Design xylo_bar_renderer, sky130hd; sources not shown.
Fig. 1: met1 routing
Bar = 50 um. Supply wires on this layer in grey.
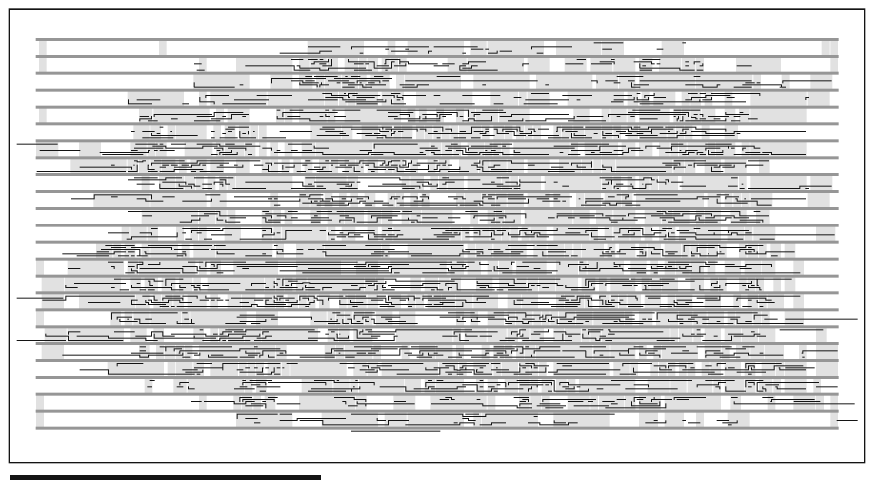
share of all routed wire: 46%
nets with wire on the layer: 673
number of vias in the routed layout: 4525
routed wire length: 12.3 mm
Global Route met1 Usage: 37.2%

Fig. 2: nets reached from selected ports
Bar = 50 um.
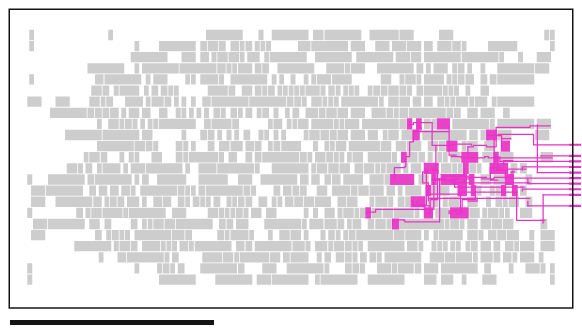
| colour | port | direction | edge | end cells | buffers | wire |
|---|---|---|---|---|---|---|
| magenta | pixel_x | input | right | 36 | 16 | 568 um |
IO Port Bufs: 47
# IOs: 62

Fig. 3: congestion heat map
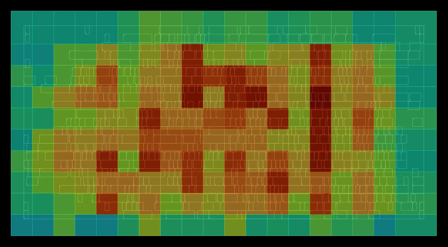
wire length per cell: 14.9 um
final cell utilization of the core: 70.5%
GRT Total Usage: 25.3%

Fig. 4: sequential cells grouped by signal name
Bar = 50 um.
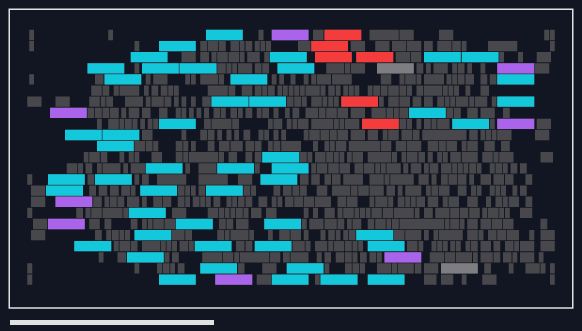
| colour | netlist name | sequential cells |
|---|---|---|
| cyan | level_q | 48 |
| purple | bar_active | 8 |
| red | pixel_r | 6 |
power drawn by the sequential cells: 1.14 mW
sequential share of cell area: 28.1%
sequential cell area: 0.00160 sq mm

Fig. 5: signal wires by layer
Only two layers are drawn.
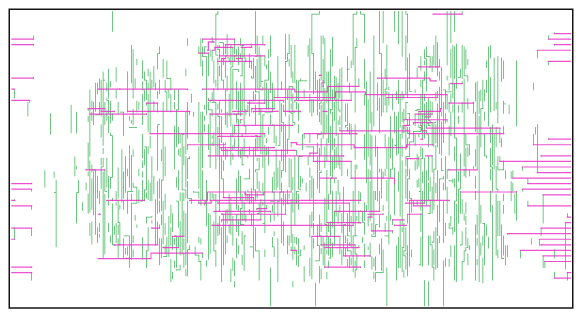
| colour | layer | wire length |
|---|---|---|
| green | met2 | 5300 um |
| magenta | met3 | 1230 um |

==> results_slide.txt <==
Implementation Results

Layout
  • Share of final layout cell area taken by clock buffers and inverters: 3.73%
  • Comb gate area: 0.00225 sq mm
  • Most frequently placed logic cell in the final layout: sky130_fd_sc_hd__nand2_1
  • Largest register FFs: 48
  • Fraction of layout instances using a drive strength above 1: 23.8%
  • Clkbuf count: 11
  • Post-Layout Inst Area: 0.00570 sq mm
  • Layout Cells excl Fill: 827
  • Layout buffering overhead excluding clock cells: 18.9%
  • Multi-input gate share of the layout cell area: 39.5%
  • Count of non-CTS buffers in the layout: 123
  • Most frequently placed logic cells in the final layout: sky130_fd_sc_hd__nand2_1, sky130_fd_sc_hd__inv_1, sky130_fd_sc_hd__buf_4, sky130_fd_sc_hd__dfrtp_1, sky130_fd_sc_hd__nor2_1
  • Flip-flop and latch count: 64

Floorplan
  • Vertical die size: 72.8 um
  • Area of the core region: 0.00809 sq mm
  • Total number of tap cells: 112
  • Die x size: 138 um

Synth
  • Synthesized registers: 64
  • Number of flops mapped to enable cells by yosys: 0
  • Synthesized area divided by synthesized cell count: 7.24 sq um
  • Area figure in the yosys stat output: 0.00428 sq mm
  • Commonest cells in the netlist: sky130_fd_sc_hd__inv_1, sky130_fd_sc_hd__nand2_1, sky130_fd_sc_hd__dfrtp_1, sky130_fd_sc_hd__nor2_1
  • Synthesized area: 0.00428 sq mm
  • Primary FF master, synth: sky130_fd_sc_hd__dfrtp_1
  • Synth Area in Compound Gates: 16.0%
  • XOR/XNOR share of the synthesized area: 0.410%
  • Total number of yosys warnings: 0
  • Yosys simple share: 28.6%
  • Yosys Instances: 591
  • Biggest combinational cell group after synthesis: simple AND/OR/NAND/NOR gates
  • Asr flop ratio synth: 100%
  • Post-synth area hogs: sky130_fd_sc_hd__dfrtp_1, sky130_fd_sc_hd__inv_1, sky130_fd_sc_hd__nand2_1, sky130_fd_sc_hd__nand3_1, sky130_fd_sc_hd__o21ai_0
  • Gate Count Post-Synth: 591
  • Share of the synthesized area in the top cell type: 37.4%

Drt
  • Routed met2 length: 5.30 mm
  • Residual DRC: 0
  • Met3 wire length: 1.23 mm
  • Number of nets still failing antenna checks after routing: 0
  • Vias per Instance: 5.47
  • Iter 0 DRT Violations: 436
  • Top Metal Used: met4

GRT
  • Global-route wire length before repair: 19.9 mm
  • Maximum number of pins on one net before global-route repair: 37
  • Highest-utilization routing layer at the global route stage: met2
  • GR Layer Usage met2: 37.5%
  • Aggregate global routing overflow: 0
  • Number of antenna violations at the first check in global routing: 0
  • Vias in the first global route: 4237

Setup path
  • Most common cell type on the critical path: sky130_fd_sc_hd__nand2_1
  • Crit path kind: in -> reg
  • Startpoint kind of the worst setup timing path: input pin
  • Max incr delay on CP: 260 ps
  • Crit path DRT: 2440 ps
  • Cell chain of the critical path: dlygate4sd2_1, inv_2, nand2_1, nand2_1, nand2_1, inv_2, nand2_4, buf_4, buf_4, nor3_4, nand2_1, nand3_1, o21ai_1, inv_1, ha_2, inv_2, buf_4, a21oi_2
  • Data arrival time of the critical path: 2390 ps
  • Total number of cells along the worst setup path: 18
  • Max FO, Critical Path: 4
  • Slowest stage cell, crit path: sky130_fd_sc_hd__dlygate4sd2_1
  • Worst r2r path cells: 11
  • Cell family with the largest share of critical-path delay: buffers and inverters

Clocking
  • Post-CTS Setup Bufs: 3
  • Worst skew pair latency: 370 ps
  • Count of H-tree levels built during CTS: 3
  • Root Buffer Master: sky130_fd_sc_hd__clkbuf_8
  • Clock tree from TritonCTS: yes
  • Number of resized instances in the post-cts repair step: 34
  • Clock transition at the registers of the reported paths: 70 ps
  • Number of CTS-inserted buffers: 9
  • Number of sinks handled by clock tree synthesis: 64

Pwr
  • Internal: 1.97 mW
  • Static power due to leakage: 2.74 nW
  • Clock network fraction of design power: 40.9%
  • Net switching power: 707 uW
  • Power share of the sequential group: 42.7%
  • Pwr top: registers
  • Power in the clock group: 1.10 mW

Timing
  • Max Fclk: 444 MHz
  • Pins Over Slew Limit: 0
  • Final setup violating endpoints: 0
  • RSZ-0062 raised after global routing: yes
  • Post-route setup slack: 46.2 ps

Flow run
  • Tool warnings: 29

Placed design
  • Placed Cells: 807
  • Total half-perimeter wirelength after legalization and detailed placement: 8.86 mm
  • Gpl congestion: 1.04
  • Post-place setup slack: -633 ps

Outcome
  • Status: complete, no violations

Worst hold path
  • Path category of the worst min-delay check: in -> async
Power figures rest on the tool's default switching activity, not on a simulated workload.
